**config.mk**
```make
export PLATFORM = sky130hd
export DESIGN_NAME = load_store_unit_flat
export DESIGN_NICKNAME = d
export VERILOG_FILES = /design/src/rtl/lsu_pkg.sv /design/src/rtl/lsu_if.sv /design/src/rtl/lsu_align.sv /design/src/rtl/load_store_unit.sv /design/src/flat_wrapper.sv
export SDC_FILE = /design/constraint.sdc
export NUM_CORES = 1
export LEC_CHECK = 0
export ABC_AREA = 1
export CAP_MARGIN = 20
export CORE_MARGIN = 5
export CORE_UTILIZATION = 45
export DETAILED_ROUTE_END_ITERATION = 7
export MAX_ROUTING_LAYER = met4
export PLACE_DENSITY_LB_ADDON = 0.25
export SKIP_CTS_REPAIR_TIMING = 1
export SLEW_MARGIN = 15
export SYNTH_ARGS = -nofsm -noshare
export SYNTH_HDL_FRONTEND = slang
export SYNTH_SLANG_ARGS = --single-unit
```
**constraint.sdc**
```tcl
create_clock -name clk_i -period 2.4 [get_ports clk_i]
set_clock_uncertainty 0.05 [all_clocks]
set_input_delay 0.48 -clock clk_i [delete_from_list [all_inputs] [get_ports clk_i]]
set_output_delay 0.48 -clock clk_i [all_outputs]
set_load 0.05 [all_outputs]
```
**src/rtl/lsu_pkg.sv**
```systemverilog
// Shared constants and types for the load/store unit.
// Optional feature macro: LSU_ACCESS_FAULT_EN (see load_store_unit.sv).
package lsu_pkg;

    // Default data-memory depth, log2 of 32-bit words.
    localparam int MEM_DEPTH_LOG2_DEFAULT = 8;

    // RV32I load/store funct3 encodings.
    localparam logic [2:0] F3_B  = 3'b000;
    localparam logic [2:0] F3_H  = 3'b001;
    localparam logic [2:0] F3_W  = 3'b010;
    localparam logic [2:0] F3_BU = 3'b100;
    localparam logic [2:0] F3_HU = 3'b101;

    // Response exception codes.
    localparam logic [1:0] EXC_NONE     = 2'b00;
    localparam logic [1:0] EXC_MISALIGN = 2'b01;
    localparam logic [1:0] EXC_ILLEGAL  = 2'b10;
    localparam logic [1:0] EXC_FAULT    = 2'b11;

    typedef enum logic [2:0] {
        ST_IDLE = 3'd0,
        ST_RD   = 3'd1,
        ST_RDW  = 3'd2,
        ST_WR   = 3'd3,
        ST_RESP = 3'd4
    } lsu_state_e;

    // True when funct3 is not a legal load (is_store=0) or store (is_store=1).
    function automatic logic is_illegal_f3(input logic is_store, input logic [2:0] f3);
        if (is_store) begin
            return (f3 > F3_W);
        end
        return (f3 == 3'b011) || (f3 == 3'b110) || (f3 == 3'b111);
    endfunction

    // True when the access size does not match the low address bits.
    function automatic logic is_misaligned(input logic [2:0] f3, input logic [1:0] a);
        case (f3[1:0])
            2'b01:   return a[0];
            2'b10:   return (a != 2'b00);
            default: return 1'b0;
        endcase
    endfunction

endpackage

```
**src/rtl/lsu_if.sv**
```systemverilog
// Request / memory / response bundle of the load/store unit.
// Handshake: a request transfers on a rising clock edge where req_valid_i and
// req_ready_o are both high; upstream holds all req_* fields stable while
// req_valid_i is high and req_ready_o is low. resp_valid_o is a single-cycle
// pulse with no backpressure. mem_re_o data returns on mem_rdata_i one cycle
// later; mem_we_o writes mem_wdata_o at mem_addr_o on the edge it is high.
interface lsu_if;
    logic        req_valid_i;
    logic        req_ready_o;
    logic        req_is_store_i;
    logic [2:0]  req_funct3_i;
    logic [31:0] req_addr_i;
    logic [31:0] req_wdata_i;
    logic [4:0]  req_rd_i;

    logic [31:0] mem_addr_o;
    logic [31:0] mem_wdata_o;
    logic        mem_we_o;
    logic        mem_re_o;
    logic [31:0] mem_rdata_i;

    logic        resp_valid_o;
    logic        resp_we_o;
    logic [4:0]  resp_rd_o;
    logic [31:0] resp_data_o;
    logic [1:0]  resp_exc_o;

    // The LSU side.
    modport slave (
        input  req_valid_i, req_is_store_i, req_funct3_i, req_addr_i, req_wdata_i, req_rd_i,
        input  mem_rdata_i,
        output req_ready_o,
        output mem_addr_o, mem_wdata_o, mem_we_o, mem_re_o,
        output resp_valid_o, resp_we_o, resp_rd_o, resp_data_o, resp_exc_o
    );

    // The pipeline / memory side.
    modport master (
        output req_valid_i, req_is_store_i, req_funct3_i, req_addr_i, req_wdata_i, req_rd_i,
        output mem_rdata_i,
        input  req_ready_o,
        input  mem_addr_o, mem_wdata_o, mem_we_o, mem_re_o,
        input  resp_valid_o, resp_we_o, resp_rd_o, resp_data_o, resp_exc_o
    );
endinterface

```
**src/rtl/lsu_align.sv**
```systemverilog
// Combinational byte-lane logic: load extraction and sub-word store merge.
import lsu_pkg::*;

module lsu_align (
    input  logic [31:0] ld_rdata_i,
    input  logic [31:0] st_old_i,
    input  logic [31:0] st_wdata_i,
    input  logic [1:0]  addr_i,
    input  logic [2:0]  funct3_i,
    output logic [31:0] ld_data_o,
    output logic [31:0] st_word_o
);

    // Select the addressed byte/halfword and sign- or zero-extend it.
    function automatic logic [31:0] load_extract(input logic [31:0] rdata,
                                                 input logic [1:0]  a,
                                                 input logic [2:0]  f3);
        logic [7:0]  b;
        logic [15:0] h;
        b = rdata[8*a +: 8];
        h = a[1] ? rdata[31:16] : rdata[15:0];
        case (f3)
            F3_B:    return {{24{b[7]}}, b};
            F3_BU:   return {24'h0, b};
            F3_H:    return {{16{h[15]}}, h};
            F3_HU:   return {16'h0, h};
            default: return rdata;
        endcase
    endfunction

    // Replace only the addressed byte/halfword of the old word.
    function automatic logic [31:0] store_merge(input logic [31:0] old,
                                                input logic [31:0] wdata,
                                                input logic [1:0]  a,
                                                input logic [2:0]  f3);
        logic [31:0] w;
        w = old;
        case (f3)
            F3_B: w[8*a +: 8] = wdata[7:0];
            F3_H: begin
                if (a[1]) w[31:16] = wdata[15:0];
                else      w[15:0]  = wdata[15:0];
            end
            default: w = wdata;
        endcase
        return w;
    endfunction

    assign ld_data_o = load_extract(ld_rdata_i, addr_i, funct3_i);
    assign st_word_o = store_merge(st_old_i, st_wdata_i, addr_i, funct3_i);

endmodule

```
**src/rtl/load_store_unit.sv**
```systemverilog
// MEM-stage load/store unit for a word-addressed data memory without byte
// enables. Sub-word stores are done as read-modify-write.
// Optional feature: define LSU_ACCESS_FAULT_EN to report addresses beyond the
// memory as access faults; otherwise upper address bits wrap.
import lsu_pkg::*;

module load_store_unit #(
    parameter int MEM_DEPTH_LOG2 = MEM_DEPTH_LOG2_DEFAULT
) (
    input  logic       clk_i,
    input  logic       reset_i,
    lsu_if.slave       bus,
    output logic [2:0] dbg_state_o
);

    localparam logic [2:0] S_IDLE = ST_IDLE;
    localparam logic [2:0] S_RD   = ST_RD;
    localparam logic [2:0] S_RDW  = ST_RDW;
    localparam logic [2:0] S_WR   = ST_WR;
    localparam logic [2:0] S_RESP = ST_RESP;

    localparam int AW = MEM_DEPTH_LOG2 + 2;

    logic [2:0]    state_q, state_d;
    logic [AW-1:0] addr_q;
    logic [2:0]    f3_q;
    logic          store_q;
    logic [4:0]    rd_q;
    logic [31:0]   wdata_q;
    logic [31:0]   data_q;
    logic [1:0]    exc_q;

    logic          accept;
    logic          fault_in;
    logic [1:0]    exc_in;
    logic [31:0]   ld_data;
    logic [31:0]   st_word;

    assign accept = bus.req_valid_i && (state_q == S_IDLE);

`ifdef LSU_ACCESS_FAULT_EN
    assign fault_in = |bus.req_addr_i[31:AW];
`else
    logic unused_addr_hi;
    assign fault_in       = 1'b0;
    assign unused_addr_hi = ^bus.req_addr_i[31:AW];
`endif

    // Exception decode of the incoming request, illegal > misaligned > fault.
    always_comb begin
        exc_in = EXC_NONE;
        if (is_illegal_f3(bus.req_is_store_i, bus.req_funct3_i)) begin
            exc_in = EXC_ILLEGAL;
        end else if (is_misaligned(bus.req_funct3_i, bus.req_addr_i[1:0])) begin
            exc_in = EXC_MISALIGN;
        end else if (fault_in) begin
            exc_in = EXC_FAULT;
        end
    end

    lsu_align u_align (
        .ld_rdata_i (bus.mem_rdata_i),
        .st_old_i   (bus.mem_rdata_i),
        .st_wdata_i (wdata_q),
        .addr_i     (addr_q[1:0]),
        .funct3_i   (f3_q),
        .ld_data_o  (ld_data),
        .st_word_o  (st_word)
    );

    // Next-state selection for the access sequence.
    always_comb begin
        state_d = state_q;
        case (state_q)
            S_IDLE: begin
                if (accept) begin
                    if (exc_in != EXC_NONE)                               state_d = S_RESP;
                    else if (bus.req_is_store_i && bus.req_funct3_i == F3_W) state_d = S_WR;
                    else                                                  state_d = S_RD;
                end
            end
            S_RD:    state_d = S_RDW;
            S_RDW:   state_d = store_q ? S_WR : S_RESP;
            S_WR:    state_d = S_RESP;
            S_RESP:  state_d = S_IDLE;
            default: state_d = S_IDLE;
        endcase
    end

    // State register.
    always_ff @(posedge clk_i or negedge reset_i) begin
        if (!reset_i) state_q <= S_IDLE;
        else          state_q <= state_d;
    end

    // Request capture, then load result or merged store word in RDW.
    always_ff @(posedge clk_i or negedge reset_i) begin
        if (!reset_i) begin
            addr_q  <= '0;
            f3_q    <= '0;
            store_q <= 1'b0;
            rd_q    <= '0;
            wdata_q <= '0;
            data_q  <= '0;
            exc_q   <= EXC_NONE;
        end else if (accept) begin
            addr_q  <= bus.req_addr_i[AW-1:0];
            f3_q    <= bus.req_funct3_i;
            store_q <= bus.req_is_store_i;
            rd_q    <= bus.req_rd_i;
            wdata_q <= bus.req_wdata_i;
            data_q  <= '0;
            exc_q   <= exc_in;
        end else if (state_q == S_RDW) begin
            if (store_q) wdata_q <= st_word;
            else         data_q  <= ld_data;
        end
    end

    assign bus.req_ready_o  = (state_q == S_IDLE);
    assign bus.mem_re_o     = (state_q == S_RD);
    assign bus.mem_we_o     = (state_q == S_WR);
    assign bus.mem_addr_o   = 32'(addr_q[AW-1:2]);
    assign bus.mem_wdata_o  = wdata_q;
    assign bus.resp_valid_o = (state_q == S_RESP);
    assign bus.resp_we_o    = (state_q == S_RESP) && !store_q && (exc_q == EXC_NONE);
    assign bus.resp_rd_o    = rd_q;
    assign bus.resp_data_o  = data_q;
    assign bus.resp_exc_o   = exc_q;
    assign dbg_state_o      = state_q;

endmodule

```
**src/flat_wrapper.sv**
```systemverilog
// flat-port wrapper written by rule: the top's interface ports become plain ports
module load_store_unit_flat 
#(
    parameter int MEM_DEPTH_LOG2 = MEM_DEPTH_LOG2_DEFAULT
)
  (clk_i, reset_i, dbg_state_o, bus_req_valid_i, bus_req_is_store_i, bus_req_funct3_i, bus_req_addr_i, bus_req_wdata_i, bus_req_rd_i, bus_mem_rdata_i, bus_req_ready_o, bus_mem_addr_o, bus_mem_wdata_o, bus_mem_we_o, bus_mem_re_o, bus_resp_valid_o, bus_resp_we_o, bus_resp_rd_o, bus_resp_data_o, bus_resp_exc_o);
  lsu_if bus_i ();
  input  logic clk_i;
  input  logic reset_i;
  output logic [2:0] dbg_state_o;
  input wire logic [$bits(bus_i.req_valid_i)-1:0] bus_req_valid_i;
  input wire logic [$bits(bus_i.req_is_store_i)-1:0] bus_req_is_store_i;
  input wire logic [$bits(bus_i.req_funct3_i)-1:0] bus_req_funct3_i;
  input wire logic [$bits(bus_i.req_addr_i)-1:0] bus_req_addr_i;
  input wire logic [$bits(bus_i.req_wdata_i)-1:0] bus_req_wdata_i;
  input wire logic [$bits(bus_i.req_rd_i)-1:0] bus_req_rd_i;
  input wire logic [$bits(bus_i.mem_rdata_i)-1:0] bus_mem_rdata_i;
  output wire logic [$bits(bus_i.req_ready_o)-1:0] bus_req_ready_o;
  output wire logic [$bits(bus_i.mem_addr_o)-1:0] bus_mem_addr_o;
  output wire logic [$bits(bus_i.mem_wdata_o)-1:0] bus_mem_wdata_o;
  output wire logic [$bits(bus_i.mem_we_o)-1:0] bus_mem_we_o;
  output wire logic [$bits(bus_i.mem_re_o)-1:0] bus_mem_re_o;
  output wire logic [$bits(bus_i.resp_valid_o)-1:0] bus_resp_valid_o;
  output wire logic [$bits(bus_i.resp_we_o)-1:0] bus_resp_we_o;
  output wire logic [$bits(bus_i.resp_rd_o)-1:0] bus_resp_rd_o;
  output wire logic [$bits(bus_i.resp_data_o)-1:0] bus_resp_data_o;
  output wire logic [$bits(bus_i.resp_exc_o)-1:0] bus_resp_exc_o;
  assign bus_i.req_valid_i = bus_req_valid_i;
  assign bus_i.req_is_store_i = bus_req_is_store_i;
  assign bus_i.req_funct3_i = bus_req_funct3_i;
  assign bus_i.req_addr_i = bus_req_addr_i;
  assign bus_i.req_wdata_i = bus_req_wdata_i;
  assign bus_i.req_rd_i = bus_req_rd_i;
  assign bus_i.mem_rdata_i = bus_mem_rdata_i;
  assign bus_req_ready_o = bus_i.req_ready_o;
  assign bus_mem_addr_o = bus_i.mem_addr_o;
  assign bus_mem_wdata_o = bus_i.mem_wdata_o;
  assign bus_mem_we_o = bus_i.mem_we_o;
  assign bus_mem_re_o = bus_i.mem_re_o;
  assign bus_resp_valid_o = bus_i.resp_valid_o;
  assign bus_resp_we_o = bus_i.resp_we_o;
  assign bus_resp_rd_o = bus_i.resp_rd_o;
  assign bus_resp_data_o = bus_i.resp_data_o;
  assign bus_resp_exc_o = bus_i.resp_exc_o;
  load_store_unit #(.MEM_DEPTH_LOG2(MEM_DEPTH_LOG2)) u_core (.clk_i(clk_i), .reset_i(reset_i), .bus(bus_i), .dbg_state_o(dbg_state_o));
endmodule
```
==> results.yml, run 1 <==
# synthesis and place-and-route metrics
worst_hold_path:
  hp-class: "reg -> reg"
  worstHoldPathCells: 2
  worstHoldStart: "u_core.addr_q[7]$_DFFE_PN0P_"
  holdPathEnd: "u_core.addr_q[7]$_DFFE_PN0P_"
yosys:
  simple_gate_share_pct: 39.9
  xor_share_pct: 0
  synth_area_mm2: 0.00591
  yosysWarnings: 0
  synth-edff-count: 0
  yosysUniqueCellTypes: 29
  topCellsByArea: "dfrtp_1 37%, nand2_1 24%, nor2_1 6.0%, nand3_1 5.6%, buf_4 4.8%"
  logic_family: "simple AND/OR/NAND/NOR gates"
  ys_seq_share_pct: 37.3
  async_flop_share_pct: 100
  yosysTopAreaCell: "dfrtp_1"
  ys.flop_type: "dfrtp_1"
  yosys_area_mm2: 0.00591
  yosysTopAreaCellShare_pct: 37.3
  synthAoiAreaFrac_pct: 8.79
  synth_cells: 891
  ys_sh_adder_pct: 1.91
  mux_share_pct: 0
  ys_cells: 891
  synth.avg_cell_area_um2: 6.63
  ys_ff: 88
pwr:
  p_seq_w: 0.00269
  ir_worst_vdd_v: 0.000893
  p_switching_w: 0.00691
  power_density_mw_per_mm2: 1570
  p_seq_share_pct: 21.3
  p_leak_nw: 3.99
  p_int_w: 0.00569
  comb_cell_power_w: 0.00849
  pg_clk_w: 0.00143
  p_sw_share_pct: 54.8
  power.group.top: "combinational cells"
  p_clk_share_pct: 11.3
  comb_power_share_pct: 67.4
route:
  dr.max_layer_used: "met4"
  routed-wl-met3_um: 1710
  drc: 0
  vias_per_cell: 5.09
  firstDrtPassIters: 6
  met2_length_um: 8620
  final_antenna_net_count: 0
  wl_met1_um: 8570
  wl_per_cell_um: 15.9
  first_iter_violations: 682
critical_path:
  path_depth: 1
  slowest_delay_ns: 0.87
  worstRegToRegCells: 8
  cp.required_ns: 1.87
  crit_start: "u_core.bus.mem_wdata_o[2]$_DFFE_PN0P_"
  r2r-start: "u_core.addr_q[1]$_DFFE_PN0P_"
  cp_top_family: "buffers and inverters"
  path_buffers: 1
  cp_cell_sequence: "clkdlybuf4s50_1"
  reg2reg_slack_ns: 0.32
  arrival_ns: 1.74
  worstPathMaxFanout: 5
  r2r-end: "u_core.bus.mem_wdata_o[30]$_DFFE_PN0P_"
  worstSetupPathType: "reg -> out"
  end_kind: "output port"
  cp-start-kind: "register"
  slowest_stage: "clkdlybuf4s50_1"
clocking:
  clock_latency_ns: 0.34
  root_buffer: "clkbuf_16"
  htreeDepth: 3
  cts_tree: "built"
  cts_buffers: 9
  clockBufferDepth: 2
  clkSinkCount: 88
  clk_pin_slew_worst_paths_ns: 0.06
cells_and_area:
  drive_gt1_share_pct: 7.78
  clkCellAreaFrac_pct: 3.74
  comb_cells: 693
  regArea_mm2: 0.00220
  sh_seq_area_pct: 27.5
  nNetsFinal: 1166
  diodes: 0
  largest_cell_class: "logic gates"
  n_clock_buffer: 13
  syn_to_final_growth_pct: 35.8
  n_all_buffers: 201
  nFillCells: 1222
  nonClkBufAreaFrac_pct: 24.8
  logic_area_mm2: 0.00310
  comb_area_share_pct: 38.7
  inv_count: 56
grt:
  busiest_layer: "met2"
  grt_pass1_vias: 5891
  grt.met1_usage_pct: 34.3
  use_met3_pct: 5.66
  antenna_found_initial: 0
  gr-total-overflow: 0
  grtUsageMet2_pct: 37.5
  grt_max_degree: 51
  grt_pass1_wl_um: 31100
final_timing:
  relSlewSlack_pct: 63.5
  period_minus_slack_ns: 2.27
  grt_setup_unrepaired: "no"
  fin_hold_ws_ns: 0.431
  worstMarginPinSlew_ns: 0.545
  setup_viol: 0
  slew_viol_final: 0
  max_freq_mhz: 440
  layout_setup_ws_ns: 0.127
  fin_crit_sh_pct: 94.7
  hold_viol: 0
job:
  warning_count: 56
  maxCapViolCount: 0
floorplanning:
  placementRows: 41
  die_h_um: 125
  fp.dieW_um: 125
  tapCellCount: 172
  io_pins: 219
  floorplan.core_util_pct: 46.4
  die-area_mm2: 0.0155
outcome:
  status: "completed"
placed_design:
  pre_cts_ws_ns: 0.0601
  numPortBuffers: 172
  dp_hpwl_um: 14800
  place.gp.congestion: 1.03
==> run 1: through the flow <==
stage / power (W) / TNS, ns / instances / instance area [um^2] / util, %
finish: 0.0126 / 0 / 1226 / 8020 / 63.1
global route: 0.0135 / 0 / 1226 / 8020 / 63.1
CTS: 0.0126 / 0 / 1225 / 8010 / 63.0
detailed placement: 0.0112 / 0 / 1209 / 7710 / 60.6
global placement: 0.0110 / 0 / 1209 / 7710 / 60.6
floorplan: 0.00860 / -0.513 / 914 / 6020 / -
==> run 1: cells in the mapped netlist (4+ instances only) <==
library cell and count:
nand2_2 4, inv_1 48, a21oi_2 11, o211ai_1 8, nor2_1 94, clkbuf_1 5
dfrtp_1 88, nand4_1 17, nand3_2 6, o21ai_0 43, nand3_1 66, nor3_1 5
a21oi_1 23, buf_2 27, nand2_1 372, inv_2 7, ha_1 9, buf_4 38
o21ai_1 5
==> run 1: layout by cell type, fill, tap and decap left out, drive strengths merged <==
| cell | count |
|---|---|
| dlygate4sd3 | 1 |
| clkdlybuf4s50 | 166 |
| inv | 55 |
| ha | 9 |
| nand4 | 19 |
| nand3b | 1 |
| a21oi | 34 |
| nand2 | 376 |
| clkbuf | 13 |
| o211ai | 8 |
| o21ai | 48 |
| nor3 | 5 |
| bufinv | 1 |
| nand3 | 72 |
| dfrtp | 88 |
| clkinv | 3 |
| conb | 24 |
| buf | 34 |
| o21a | 1 |
| nor2 | 96 |
==> run 1: how the worst max path moves through the flow <==
stage | end
floorplan | bus_mem_re_o
global placement | u_core.bus.mem_wdata_o[8]$_DFFE_PN0P_
detailed placement | u_core.bus.mem_wdata_o[10]$_DFFE_PN0P_
CTS | bus_mem_wdata_o[2]
global route | u_core.bus.mem_wdata_o[20]$_DFFE_PN0P_
finish | bus_mem_wdata_o[2]
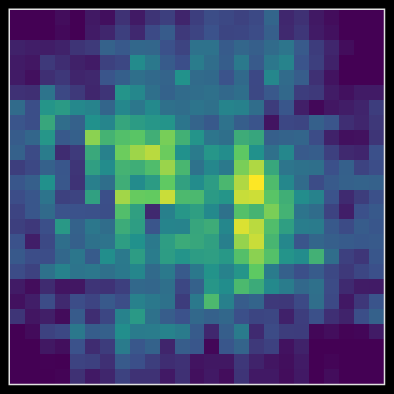
(run_1/wire_density.png)
Scale: 3 px per um. The die is cut into 25 by 25 equal tiles; dark purple is low, yellow is high, scaled to the fullest tile. Values are wire area over tile area, all layers added.
nearly empty tiles: 8.2%
fullest tile: 0.70
tiles over half the peak: 17%
final WL: 19600 um
Vias: 6237
Total GRT Usage: 25.5%

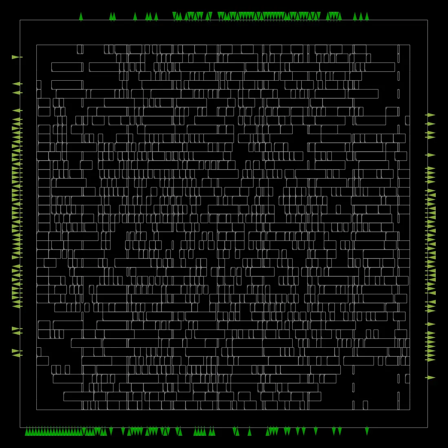
(run_1/final_placement.png)
Flops: 88
core area: 0.0127 mm^2

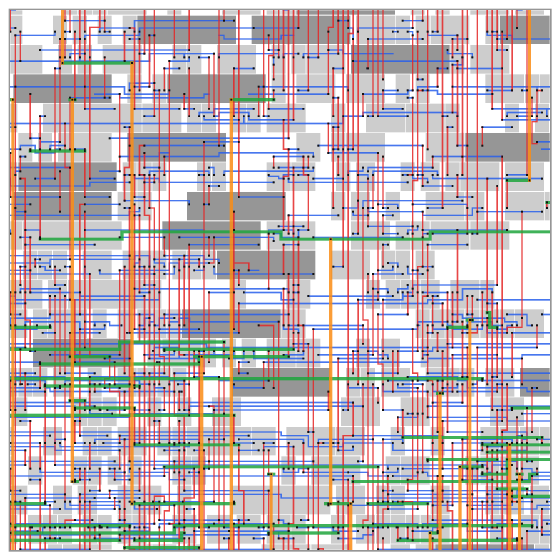
(run_1/zoom.png)
Window x 37 to 87, y 62 to 112 um. Cells in gray, sequential cells in the stronger gray; small squares are vias.
[orange] met4
[blue] met1
[red] met2
[green] met3
most frequent: nand2_1 (78), nor2_1 (40), clkdlybuf4s50_1 (27)
cells with their middle in the window: 248
sequential cells in the window: 16
netlist names of flops here include: u_core.bus.mem_wdata_o (13), u_core.bus.resp_rd_o (3)

==> run_1/drive_strength.png <==
Scale: 2 px per um.
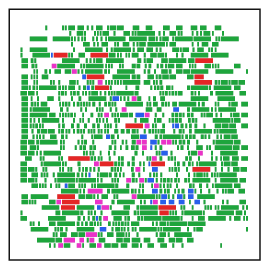

==> run 1 -> run 2 <==
--- a/config.mk
+++ b/config.mk
@@ -7,13 +7,11 @@
 export LEC_CHECK = 0
 export ABC_AREA = 1
 export CAP_MARGIN = 20
-export CORE_MARGIN = 5
 export CORE_UTILIZATION = 45
 export DETAILED_ROUTE_END_ITERATION = 7
 export MAX_ROUTING_LAYER = met4
 export PLACE_DENSITY_LB_ADDON = 0.25
 export SKIP_CTS_REPAIR_TIMING = 1
-export SLEW_MARGIN = 15
 export SYNTH_ARGS = -nofsm -noshare
 export SYNTH_HDL_FRONTEND = slang
 export SYNTH_SLANG_ARGS = --single-unit
==> constraint.sdc (replaced) <==
create_clock -name clk_i -period 2.35 [get_ports clk_i]
set_clock_uncertainty 0.05 [all_clocks]
set_input_delay 0.47 -clock clk_i [delete_from_list [all_inputs] [get_ports clk_i]]
set_output_delay 0.47 -clock clk_i [all_outputs]
set_load 0.05 [all_outputs]
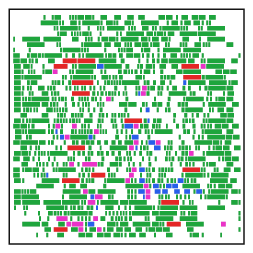
(run_2/drive_strength.png)
Scale: 2 px per um.
[green] drive 1 or less | cells: 973 | most used: nand2_1
[blue] drive 2 | cells: 30 | most used: a21oi_2
[red] drive 6 and up | cells: 15 | most used: clkbuf_16
[magenta] drive 3 to 4 | cells: 32 | most used: buf_4
Design Area, Final: 0.00797 mm^2
Layout area overhead: 35.0%
setup ws final: 0.0808 ns

==> run 2 against run 1 <==
  * Critical path depth unchanged
  * Die area is 12% lower
  * Hold slack lost 0.39 ns
  * Sequential power increased by 3%
  * Setup slack worse by 0.047 ns
  * Combinational power up 1%
  * Via count down 0.58%
  * Critical path type unchanged
==> results.yml, run 2 <==
# synthesis and place-and-route metrics
cells_and_area:
  lay_top_count: "nand2_1"
  utilization_pct: 62.7
  nNetsFinal: 1162
final_timing:
  slew_viol_final: 0
  relSlewSlack_pct: 63.9
  grt_setup_unrepaired: "no"
  worstMarginPinSlew_ns: 0.539
  fin_crit_sh_pct: 96.6
  period_minus_slack_ns: 2.27
  hold_viol: 0
  setup_viol: 0
  tns_ns: 0
  fin_hold_ws_ns: 0.0387
outcome:
  status: "completed"
placed_design:
  place_inst: 1206
  pre_cts_ws_ns: 0.0681
  placed_area_mm2: 0.00769
  numPortBuffers: 172
yosys:
  synth.avg_cell_area_um2: 6.63
  ys_cells: 891
  yosysMostFrequentCell: "nand2_1"
  synth-edff-count: 0
  async_flop_share_pct: 100
  synth_area_mm2: 0.00591
  yosys_area_mm2: 0.00591
  topCellsByArea: "dfrtp_1 37%, nand2_1 24%, nor2_1 6.0%, nand3_1 5.6%, buf_4 4.8%"
  ys.flop_type: "dfrtp_1"
  yosysUniqueCellTypes: 29
  common_cells: "372 x nand2_1, 94 x nor2_1, 88 x dfrtp_1, 66 x nand3_1, 48 x inv_1"
  yosysTopAreaCell: "dfrtp_1"
  yosysWarnings: 0
  yosysTopAreaCellShare_pct: 37.3
  synth_cells: 891
job:
  maxCapViolCount: 0
  warning_count: 56
pwr:
  comb_cell_power_w: 0.00858
  power_w: 0.0128
  p_sw_share_pct: 55.2
  p_seq_share_pct: 21.7
  pg_clk_w: 0.00141
  power_density_mw_per_mm2: 1600
  p_clk_share_pct: 11.0
route:
  wl_per_cell_um: 15.3
  final_antenna_net_count: 0
  first_iter_violations: 501
  drc: 0
clocking:
  clockBufferDepth: 2
  root_buffer: "clkbuf_16"
  clk_pin_slew_worst_paths_ns: 0.06
  htreeDepth: 3
  clock_latency_ns: 0.34
  cts_tree: "built"
  clkSinkCount: 88
  cts_buffers: 9
critical_path:
  path_buffers: 1
  cp_top_family: "buffers and inverters"
  crit_start: "u_core.bus.mem_wdata_o[3]$_DFFE_PN0P_"
  arrival_ns: 1.75
  worstSetupPathType: "reg -> out"
  end_kind: "output port"
  cp.required_ns: 1.83
  slowest_stage: "clkdlybuf4s50_1"
  r2r-start: "u_core.addr_q[0]$_DFFE_PN0P_"
  cp_cell_sequence: "clkdlybuf4s50_1"
  worstPathMaxFanout: 5
  slowest_delay_ns: 0.88
grt:
  grtUsageTotal_pct: 29.2
  grt_pass1_wl_um: 28800
floorplanning:
  die-area_mm2: 0.0136
  placementRows: 41
worst_hold_path:
  hp-class: "in -> async"
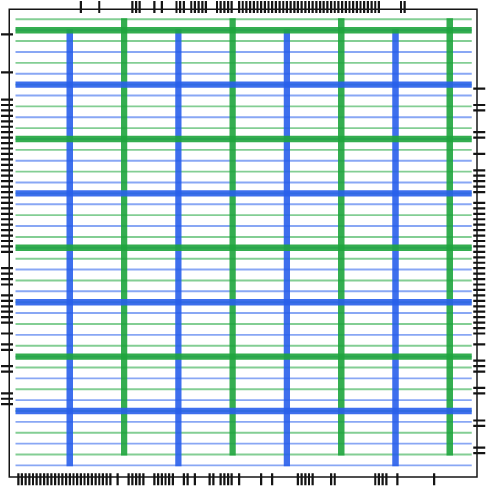
(run_2/pdn.png)
Scale: 4 px per um. Pins as bars on the die edge.
[green] VDD
[blue] VSS
rows: 41
met1 rails: 42
met5 straps: 8
Die Span Y: 117 um
Die W: 117 um
Worst VDD drop: 0.00123 V

==> run 2: cell families (layout without fill, tap and decap cells) <==
logic type | Yosys count | after routing | synth area share [%]
simple gates | 569 | 569 | 39.9
flops | 88 | 88 | 37.3
buf+inv | 133 | 269 | 12.0
fa+ha+maj | 9 | 9 | 1.91
compound gates | 91 | 91 | 8.79
other cells | 1 | 24 | 0.0635
==> run 2: worst paths after layout <==
kind / slack, ns / end / cells past startpoint
setup / recovery: 0.08 / bus_mem_wdata_o[3] / 1
hold / removal: 0.04 / u_core.bus.resp_data_o[21]$_DFFE_PN0P_ / 1
setup reg to reg: 0.31 / u_core.bus.mem_wdata_o[17]$_DFFE_PN0P_ / 10
hold reg to reg: 0.43 / u_core.bus.resp_data_o[14]$_DFFE_PN0P_ / 2
max in group asynchronous: 1.59 / u_core.bus.resp_data_o[4]$_DFFE_PN0P_ / 2
min in group clk_i: 0.43 / u_core.bus.resp_data_o[14]$_DFFE_PN0P_ / 2
==> run 2: per-layer routing <==
| layer | track usage (%) | wire length [um] | part of all wire [%] | vias to the layer above |
|---|---|---|---|---|
| li1 | - | - | - | 3079 |
| met1 | 40.6 | 8440 | 45 | 2828 |
| met2 | 41.8 | 8270 | 44 | 253 |
| met3 | 4.51 | 1360 | 7.3 | 41 |
| met4 | 13.2 | 590 | 3.2 | 0 |
| met5 | - | 0 | 0 | - |
==> run 2: cell type report <==
class                   instances  area [um^2]
clock inverters                 3         42.5
flip-flops and latches         88         2200
fillers                      1220         4750
repair buffers                197         1960
multi-input cells             693         3100
clock buffers                  13          240
inverters                      56          210
well taps                     172          215
Power is estimated from default activity; no workload was simulated.
